**src/rtl/latch_bank_arbiter.sv**
```systemverilog
// Round-robin arbiter that owns one shared bank of gated D latches. It sequences
// the bank's D and enable so that data is stable before, during and after the enable pulse.
module latch_bank_arbiter #(
   parameter int N_REQ     = 4,
   parameter int WIDTH     = 8,
   parameter int EN_CYCLES = 1
) (
   input  logic                     Clk,
   input  logic                     Resetn,
   input  logic [N_REQ-1:0]         req,
   input  logic [N_REQ*WIDTH-1:0]   wdata,
   output logic [N_REQ-1:0]         gnt,
   output logic                     done,
   output logic                     busy,
   output logic [WIDTH-1:0]         latch_D,
   output logic                     latch_Clk
);

   localparam int PTR_W = $clog2(N_REQ);

   typedef enum logic [2:0] {IDLE, SETUP, ENABLE, HOLD, DONE} state_t;

   state_t              state_q, state_d;
   logic [PTR_W-1:0]    ptr_q, ptr_d;
   logic [PTR_W-1:0]    win_q, win_d;
   logic [3:0]          cnt_q, cnt_d;
   logic [N_REQ-1:0]    gnt_q, gnt_d;
   logic [WIDTH-1:0]    data_q, data_d;
   logic                lclk_q, lclk_d;

   logic                arb_found;
   logic [PTR_W-1:0]    arb_idx;
   logic [PTR_W:0]      arb_sum;
   logic [WIDTH-1:0]    arb_data;
   logic [N_REQ-1:0]    arb_onehot;

   // Search ptr, ptr+1, ... (mod N_REQ) for the first active request.
   always_comb begin
      arb_found  = 1'b0;
      arb_idx    = '0;
      arb_sum    = '0;
      for (int k = 0; k < N_REQ; k++) begin
         arb_sum = {1'b0, ptr_q} + (PTR_W+1)'(k);
         if (arb_sum >= (PTR_W+1)'(N_REQ)) begin
            arb_sum = arb_sum - (PTR_W+1)'(N_REQ);
         end
         if (!arb_found && req[arb_sum[PTR_W-1:0]]) begin
            arb_found = 1'b1;
            arb_idx   = arb_sum[PTR_W-1:0];
         end
      end
      arb_data   = '0;
      arb_onehot = '0;
      for (int j = 0; j < N_REQ; j++) begin
         if (arb_idx == PTR_W'(j)) begin
            arb_data      = wdata[j*WIDTH +: WIDTH];
            arb_onehot[j] = 1'b1;
         end
      end
   end

   // lclk_d defaults low so the enable can only be high while in ENABLE.
   always_comb begin
      state_d = state_q;
      ptr_d   = ptr_q;
      win_d   = win_q;
      cnt_d   = cnt_q;
      gnt_d   = gnt_q;
      data_d  = data_q;
      lclk_d  = 1'b0;
      case (state_q)
         IDLE: begin
            if (arb_found) begin
               state_d = SETUP;
               win_d   = arb_idx;
               gnt_d   = arb_onehot;
               data_d  = arb_data;
            end
         end
         SETUP: begin
            state_d = ENABLE;
            cnt_d   = 4'(EN_CYCLES - 1);
            lclk_d  = 1'b1;
         end
         ENABLE: begin
            if (cnt_q == 4'd0) begin
               state_d = HOLD;
            end else begin
               cnt_d  = cnt_q - 4'd1;
               lclk_d = 1'b1;
            end
         end
         HOLD: begin
            state_d = DONE;
         end
         DONE: begin
            state_d = IDLE;
            gnt_d   = '0;
            ptr_d   = (win_q == PTR_W'(N_REQ - 1)) ? '0 : win_q + 1'b1;
         end
         default: begin
            state_d = IDLE;
         end
      endcase
   end

   always_ff @(posedge Clk or negedge Resetn) begin
      if (!Resetn) begin
         state_q <= IDLE;
         ptr_q   <= '0;
         win_q   <= '0;
         cnt_q   <= '0;
         gnt_q   <= '0;
         data_q  <= '0;
         lclk_q  <= 1'b0;
      end else begin
         state_q <= state_d;
         ptr_q   <= ptr_d;
         win_q   <= win_d;
         cnt_q   <= cnt_d;
         gnt_q   <= gnt_d;
         data_q  <= data_d;
         lclk_q  <= lclk_d;
      end
   end

   assign gnt       = gnt_q;
   assign done      = (state_q == DONE);
   assign busy      = (state_q != IDLE);
   assign latch_D   = data_q;
   assign latch_Clk = lclk_q;

endmodule

```
**config.mk**
```make
export PLATFORM = sky130hd
export DESIGN_NAME = latch_bank_arbiter
export DESIGN_NICKNAME = d
export VERILOG_FILES = /design/src/rtl/latch_bank_arbiter.sv
export SDC_FILE = /design/constraint.sdc
export NUM_CORES = 1
export LEC_CHECK = 0
export ABC_AREA = 1
export CAP_MARGIN = 25
export CORE_MARGIN = 10
export CORE_UTILIZATION = 47
export DETAILED_ROUTE_END_ITERATION = 7
export HOLD_SLACK_MARGIN = 0.08
export PLACE_DENSITY = 0.89
export SLEW_MARGIN = 15
export SYNTH_ARGS = -nofsm -noshare
export SYNTH_HDL_FRONTEND = slang
export SYNTH_SLANG_ARGS = --single-unit
```
**constraint.sdc**
```tcl
create_clock -name Clk -period 1.85 [get_ports Clk]
set_input_delay 0.185 -clock Clk [delete_from_list [all_inputs] [get_ports Clk]]
set_output_delay 0.185 -clock Clk [all_outputs]
set_load 0.03 [all_outputs]
```
**Run 1: wiring by layer**

Scale bar: 20 um. Two of the layers only.
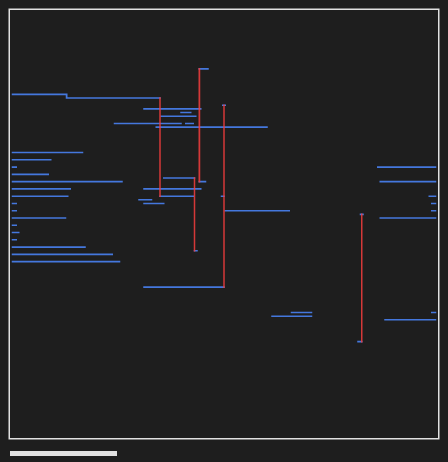
- blue: metal 3 (wire length 332 um)
- red: metal 4 (wire length 111 um)

**Run 1: placed cells, one color a class**

Scale bar: 20 um.
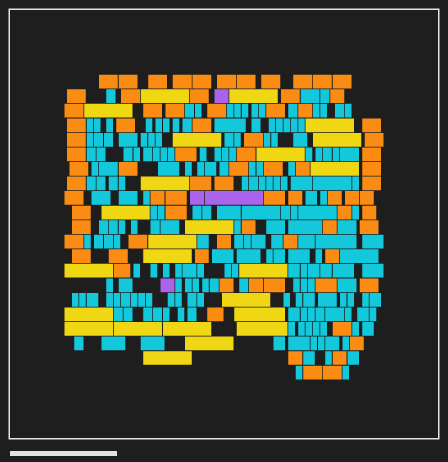
- cyan: combinational and other logic (cells 209; share of their area 46%)
- orange: remaining buffers and delay cells (cells 80; share of their area 29%)
- purple: clock drivers and dummy loads (cells 4; share of their area 2.0%)
- yellow: sequential cells (cells 24; share of their area 23%)

**Run 1: selected gate families**

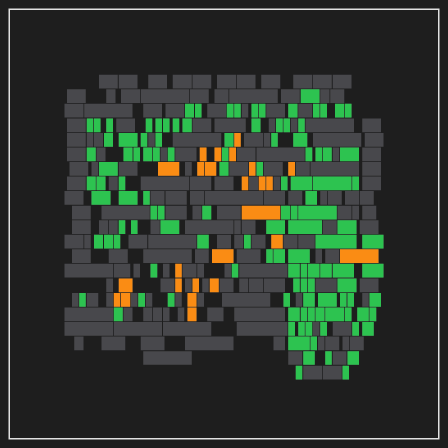
- green: nand cells (cells 121)
- orange: nor cells (cells 25; where center)

==> flow_metrics.env, run 1 <==
# yosys + openroad results
export IMPL_status="complete, but fails checks"
export IMPL_violations="setup timing"
export IMPL_track_usage_pct=16.2
export IMPL_rsz0062_at_grt="yes"
export IMPL_hold_buffers=0
export IMPL_dp_cells=346
export IMPL_wl_per_cell_um=15.1
export IMPL_layout_top_cell="nand2_1"
export IMPL_finalSetupViolCount=12
export IMPL_die_h_um=80.0
export IMPL_num_rows=21
export IMPL_grt_pass1_wl_um=8470
export IMPL_drive_above_1_share_pct=27.1
export IMPL_syn_avg_cell_area_um2=7.18
export IMPL_relSlewSlack_pct=75.7
export IMPL_clk_pin_slew_ns=0.14
export IMPL_hold_worst_slack_ns=0.190
export IMPL_fin_ws_ns=-0.182
export IMPL_syn_to_final_growth_pct=56.3
export IMPL_p_leak_nw=1.34
export IMPL_antenna_found_initial=0
export IMPL_cts_sinks=24
export IMPL_root_buffer="clkbuf_4"
export IMPL_finalHoldViolCount=0
export IMPL_drtIter0Drc=90
export IMPL_portBuffers=52
export IMPL_drv_slew=0
export IMPL_clk_path_buf_depth=2
export IMPL_cts_buffers_inserted=3
export IMPL_warning_count=28
export IMPL_worstSetupStartpointType="flip-flop"
export IMPL_critical_path_arrival_ns=2.27
export IMPL_route_detailed_drc=0
export IMPL_fp_dieW_um=80.0
export IMPL_clkLatencyLatePin_ns=0.34
export IMPL_required_ns=2.09
export IMPL_final_layout_top_logic_cells="nand2_1 (65), clkdlybuf4s50_1 (50), inv_1 (30), dfrtp_1 (22), buf_4 (21)"
export IMPL_htreeDepth=1
export IMPL_grt_max_degree=25
[run 1: path summary, 6_finish.rpt]
path                            depth (start not counted)        from  slack, ns         end
max in group asynchronous                               2      Resetn       1.39    ptr_q[1]
worst max-delay path                                   14    ptr_q[0]      -0.18  latch_D[1]
min in group Clk                                        5   wdata[30]       0.47  latch_D[6]
worst max register to register                         14    ptr_q[0]      -0.18  latch_D[1]
worst min register to register                          1  state_q[2]       0.50  state_q[2]
worst min-delay path                                    2      Resetn       0.19  latch_D[5]
[run 1: registers in the layout (all words and copies together) (netlist names)]
signal	flops
latch_D	8
cnt_q	4
win_q	2
ptr_q	2
state_q	3
latch_Clk	1
gnt	4
[run 1: repair_timing]
item | CTS | global route
endpoints found under the setup margin | 11 | 16
gates cloned | 2 | 0
buffers inserted | 7 | 4
gates resized | 20 | 21
pin swaps | 0 | 18
[run 1: metrics by stage]
| step | power, W | util, % | instance area, um2 | setup slack (ns) |
|---|---|---|---|---|
| 3_3_place_gp | 0.00450 | 68.9 | 2350 | -0.113 |
| 4_1_cts | 0.00543 | 74.2 | 2530 | -0.0190 |
| 2_1_floorplan | 0.00352 | - | 1690 | 0.0456 |
| 5_1_grt | 0.00640 | 77.5 | 2650 | -0.270 |
| 6_report | 0.00594 | 77.5 | 2650 | -0.182 |
| 3_5_place_dp | 0.00460 | 68.9 | 2350 | -0.134 |
[run 1: routing by layer]
metal / up-vias / global-route usage (%) / part of all wire (%)
li1: 911 / - / -
met1: 869 / 18.5 / 39
met2: 61 / 28.1 / 53
met3: 11 / 3.83 / 6.1
met4: 0 / 6.34 / 2.0
met5: - / 0 / 0
[run 1: cells in the mapped netlist, drive strengths merged]
cell type	count	area share, %
nand2	84	21
buf	5	2.8
dfrtp	24	35
ha	2	1.5
nand3b	2	1.6
nor3	4	1.2
o21ai	13	4.1
inv	37	8.2
o31ai	2	1.2
nand4	2	1.1
nor3b	1	0.44
nand3	33	12
a211oi	1	0.44
a21oi	5	1.5
o22ai	1	0.37
nor2	19	6.6
a31oi	1	0.37
[run 1: cells by family after synthesis]
kind of cell             count (synthesis)  synth area share [%]
AND-OR/OR-AND                           23                  7.90
buffers and inverters                   42                  11.0
adder cells (fa/ha/maj)                  2                  1.48
AND/OR/NAND/NOR                        145                  44.2
flip-flops                              24                  35.5
[run 1: worst max-delay path, stage by stage (launching register included)]
cell	delay (ns)
dfrtp_2	0.50
buf_6	0.16
nand2_4	0.07
nand2_4	0.08
nand2_4	0.09
buf_4	0.11
nand2_1	0.07
nand2_1	0.09
nand3_2	0.14
nand2_8	0.17
inv_2	0.08
nand2_2	0.12
nand3_2	0.10
nand2_1	0.09
nand2_1	0.07
[run 1: where the power goes]
part	leakage (nW)	switching [W]	internal (W)
registers	0.306	0.000163	0.000740
logic	1.01	0.00275	0.00189
clock network	0.0279	0.000173	0.000220
total	1.34	0.00309	0.00285
[run 1: final cells by class]
class	count	share of cell area, %
multi-input combinational	171	38.9
timing repair buffer	80	28.5
sequential	24	22.8
inverter	37	5.34
tap	46	2.17
clock inverter	1	1.13
clock buffer	3	0.851
timing repair inverter	1	0.284
==> inputs of run 2 (changes only) <==
Settings changed: ABC_AREA 1 to unset, CORE_UTILIZATION 47 to 45, PLACE_DENSITY 0.89 to 0.88, RECOVER_POWER set to 25.
Clock period 1.85 ns to 2.15 ns, I/O delays scaled along.
**Run 2: wiring by layer**

Scale bar: 20 um. Two of the layers only.
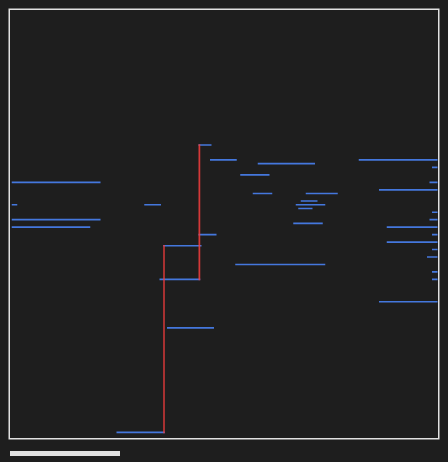
- red: metal 4 (wire length 58.5 um)
- blue: metal 3 (wire length 205 um)

**Run 2: placed cells, one color a class**

Scale bar: 20 um.
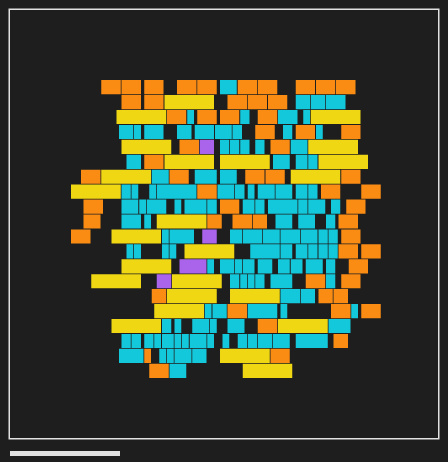
- cyan: combinational and other logic (cells 125; share of their area 41%)
- purple: clock drivers and dummy loads (cells 4; share of their area 1.8%)
- yellow: sequential cells (cells 24; share of their area 29%)
- orange: remaining buffers and delay cells (cells 59; share of their area 28%)

==> flow_metrics.env, run 2 <==
# yosys + openroad results
export IMPL_p_leak_nw=0.889
export IMPL_rsz0062_at_grt="no"
export IMPL_track_usage_pct=14.5
export IMPL_syn_avg_cell_area_um2=9.64
export IMPL_status="finished, final reports clean"
export IMPL_worstSetupStartpointType="flip-flop"
export IMPL_drv_slew=0
export IMPL_drtIter0Drc=109
export IMPL_hold_buffers=0
export IMPL_route_detailed_drc=0
export IMPL_synth_top_cell_by_count="dfrtp_1"
export IMPL_total_power_w=0.00261
export IMPL_syn_to_final_growth_pct=39.5
export IMPL_grt_pass1_wl_um=7240
export IMPL_largest_reg_flops=8
export IMPL_top_cells_by_count="dfrtp_1 (24), nand2_1 (18), nand3_1 (16)"
export IMPL_portBuffers=52
export IMPL_edf_count=0
export IMPL_drive_above_1_share_pct=12.3
export IMPL_grt_max_degree=25
export IMPL_root_buffer="clkbuf_4"
export IMPL_synth_async_reset_ratio_pct=100
export IMPL_warning_count=26
export IMPL_clk_path_buf_depth=2
export IMPL_ys_top_cells_by_area="dfrtp_1 (40%), nand3_1 (5.3%), nand2_1 (4.5%)"
export IMPL_relSlewSlack_pct=14.5
export IMPL_critical_path_arrival_ns=1.70
export IMPL_finalSetupViolCount=0
export IMPL_cts_sinks=24
export IMPL_clkLatencyLatePin_ns=0.32
export IMPL_ys_flop_type="dfrtp_1"
export IMPL_largest_area_cell="dfrtp_1"
export IMPL_hold_depth=3
export IMPL_worst_r2r_path_depth=5
export IMPL_antenna_found_initial=0
export IMPL_layout_top_cell="clkdlybuf4s50_1"
export IMPL_dp_cells=250
export IMPL_fp_dieW_um=78.0
export IMPL_finish_utilization_pct=67.5
**Run 2: track usage over the die**

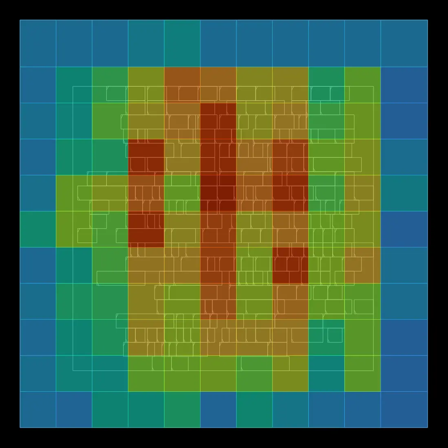
drt wl/cell: 17.6 um
grt met3 use: 3.00%

run 2: netlist changes by cell type after synthesis, moves of 4 or more:
cell	delta
nand3_1	-10
o211ai_1	+6
nand2_1	-58
mux2i_1	+6
a211o_1	+5
nand2_2	-4
nand3_2	-6
nor2_1	-9
inv_1	-28
inv_2	-4
run 2: final cells by class:
class | count | area, um2 | area share, %
clock buffers | 4 | 36.3 | 1.72
inverters | 6 | 22.5 | 1.07
multi-input cells | 119 | 828 | 39.2
flip-flops and latches | 24 | 601 | 28.5
well taps | 44 | 55.1 | 2.61
repair buffers | 59 | 568 | 26.9
run 2: worst max-delay path, cell delays in order, from the launching register on:
cell and delay (ns):
dfrtp_1 0.51, nor3_4 0.26, inv_2 0.04, clkdlybuf4s50_1 0.58
run 2: worst paths after layout:
check                                start  slack (ns)          to
min in group asynchronous           Resetn        0.69    ptr_q[1]
worst max register to register    ptr_q[1]        0.29  latch_D[6]
worst min register to register      gnt[3]        0.52      gnt[3]
max in group asynchronous           Resetn        0.71    cnt_q[0]
worst min-delay path             wdata[26]        0.46  latch_D[2]
worst max-delay path            state_q[1]        0.23        busy
run 2: report_power, final:
group | switching, W | total (W) | leakage [nW] | internal [W]
clock network | 0.000135 | 0.000238 | 0.0210 | 0.000104
logic | 0.000885 | 0.00157 | 0.560 | 0.000684
registers | 0.000178 | 0.000803 | 0.308 | 0.000625
run 2: metrics by stage:
| stage | area (um2) | setup slack [ns] |
|---|---|---|
| 2_1_floorplan | 1510 | 0.533 |
| 3_3_place_gp | 2060 | 0.175 |
| 3_5_place_dp | 2060 | 0.0583 |
| 4_1_cts | 2100 | 0.0358 |
| 5_1_grt | 2110 | 0.0783 |
| 6_report | 2110 | 0.232 |
run 2: repair_timing:
item,4_1_cts,5_1_grt
buffers inserted,0,2
gates resized,1,0
hold endpoints to repair,0,0
setup endpoints to repair,1,1
pin swaps,0,1
gates cloned,0,0
run 2: cells by family (layout without fill, tap and decap cells):
kind of cell	count (synthesis)	count (layout)	share of synthesized area, %
AND-OR/OR-AND	43	43	22.1
XOR/XNOR	3	3	1.74
adder cells (fa/ha/maj)	2	2	1.65
buffers and inverters	14	69	5.54
flip-flops	24	24	39.7
multiplexers	6	6	3.97
AND/OR/NAND/NOR	65	65	25.3
run 2: layer usage:
metal  GRT usage, %  share of wire (%)  vias up
li1               -                  -      697
met3           3.00                4.6        5
met2           25.3                 52       47
met1           17.5                 42      707
met5              0                  0        -
met4           4.30                1.3        0
==> inputs of run 3 (changes only) <==
Settings changed: CTS_CLUSTER_SIZE set to 40, GPL_TIMING_DRIVEN set to 0.
**Run 3: sequential cells grouped by signal name**

Scale bar: 20 um. Other sequential cells in the stronger gray, the rest of the logic in the fainter gray.
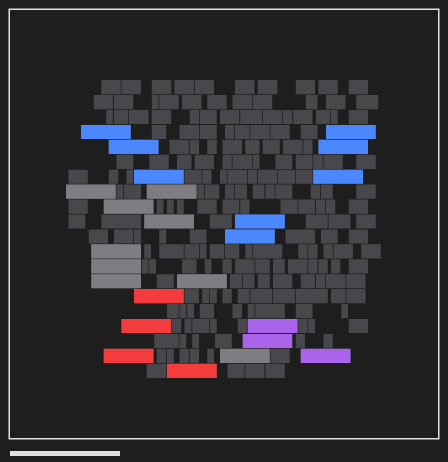
- purple: state_q (placed flops 3)
- blue: latch_D (placed flops 8)
- red: cnt_q (placed flops 4)
- not colored: 9

**Run 3: wiring by layer**

Scale bar: 20 um. Two of the layers only.
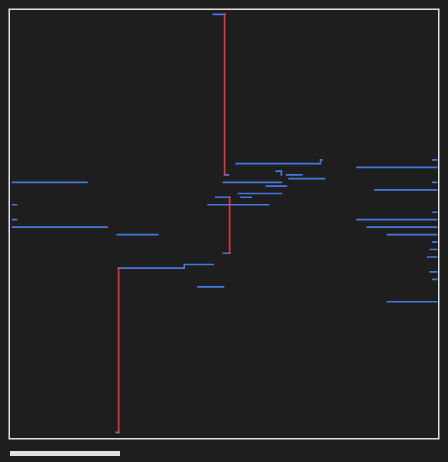
- blue: metal 3 (wire length 209 um)
- red: metal 4 (wire length 69.4 um)

==> flow_metrics.env, run 3 <==
# yosys + openroad results
export IMPL_status="finished, final reports clean"
export IMPL_die_h_um=78.0
export IMPL_htreeDepth=1
export IMPL_edf_count=0
export IMPL_syn_avg_cell_area_um2=9.64
export IMPL_top_cells_by_count="dfrtp_1 (24), nand2_1 (18), nand3_1 (16)"
export IMPL_critical_path_arrival_ns=2.15
export IMPL_critPathSlowestCell="a21oi_1"
export IMPL_p_int_w=0.00142
export IMPL_fp_dieW_um=78.0
export IMPL_largest_area_cell="dfrtp_1"
export IMPL_relSlewSlack_pct=39.9
export IMPL_synth_async_reset_ratio_pct=100
export IMPL_root_buffer="clkbuf_4"
export IMPL_portBuffers=52
export IMPL_reg2reg_to="latch_D[1]"
export IMPL_cts_sinks=24
export IMPL_hold_buffers=0
export IMPL_yosys_area_top_type_share_pct=39.7
export IMPL_grt_pass1_wl_um=7110
export IMPL_num_rows=20
**Run 3: selected gate families**

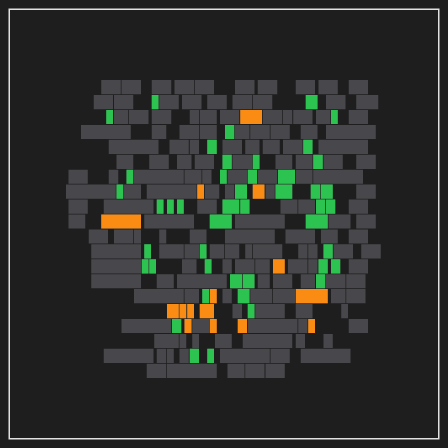
- orange: nor cells (cells 15)
- green: nand cells (cells 45; where center)

[run 3: cell counts after synthesis]
Identical to the previous run, type by type.
[run 3: per-layer routing]
layer	routed length (um)	track usage [%]	vias to the layer above
li1	-	-	702
met4	69	4.48	0
met2	2130	23.6	47
met1	1900	18.0	671
met5	0	0	-
met3	209	2.53	6
[run 3: power groups by stage]
| stage | combinational, W | sequential [W] | clock [W] |
|---|---|---|---|
| after CTS | 0.00169 | 0.000729 | 0.000197 |
| after floorplan | 0.000946 | 0.000930 | 0 |
| after global placement | 0.00165 | 0.000728 | 0 |
| after global routing | 0.00184 | 0.000753 | 0.000216 |
| final | 0.00169 | 0.000728 | 0.000196 |
| after detailed placement | 0.00168 | 0.000740 | 0 |
[run 3: layout make-up]
type | count | area [um2] | share of cell area, %
Sequential cell | 24 | 601 | 28.3
Clock buffer | 3 | 22.5 | 1.06
Tap cell | 44 | 55.1 | 2.60
Timing Repair Buffer | 54 | 531 | 25.0
Buffer | 8 | 61.3 | 2.89
Inverter | 6 | 22.5 | 1.06
Multi-Input combinational cell | 119 | 828 | 39.1
[run 3: how the worst max path moves through the flow]
stage                          start          to  depth (start not counted)
after detailed placement      req[2]  latch_D[1]                          7
after global routing        cnt_q[0]    cnt_q[2]                          7
after global placement        req[2]  latch_D[1]                          7
after CTS                 state_q[2]        busy                          4
final                       ptr_q[1]  latch_D[1]                          6
after floorplan             ptr_q[1]  latch_D[0]                          6
[run 3: logic make-up after synthesis]
family / after synthesis / share of synthesized area, %
adders and majority gates: 2 / 1.65
buffers and inverters: 14 / 5.54
muxes: 6 / 3.97
xor gates and xnor gates: 3 / 1.74
AOI/OAI and AO/OA: 43 / 22.1
DFF: 24 / 39.7
and+or+nand+nor: 65 / 25.3
[run 3: per-stage QoR]
stage | area, um2 | setup TNS [ns] | hold slack, ns | setup WS, ns | cells
after floorplan | 1510 | 0 | -0.0806 | 0.533 | 157
after global placement | 2090 | 0 | 0.462 | 0.0268 | 253
after detailed placement | 2100 | -0.0704 | 0.477 | -0.0328 | 254
after CTS | 2120 | 0 | 0.196 | 0.0398 | 257
after global routing | 2120 | 0 | 0.254 | 0.0314 | 258
final | 2120 | 0 | 0.229 | 0.202 | 258
[run 3: repair_timing]
item	4_1_cts	5_1_grt
pin swaps	0	1
hold endpoints to repair	0	0
endpoints found under the setup margin	1	1
resized	1	0
buffers inserted	0	1
Power is estimated from default activity; no workload was simulated.
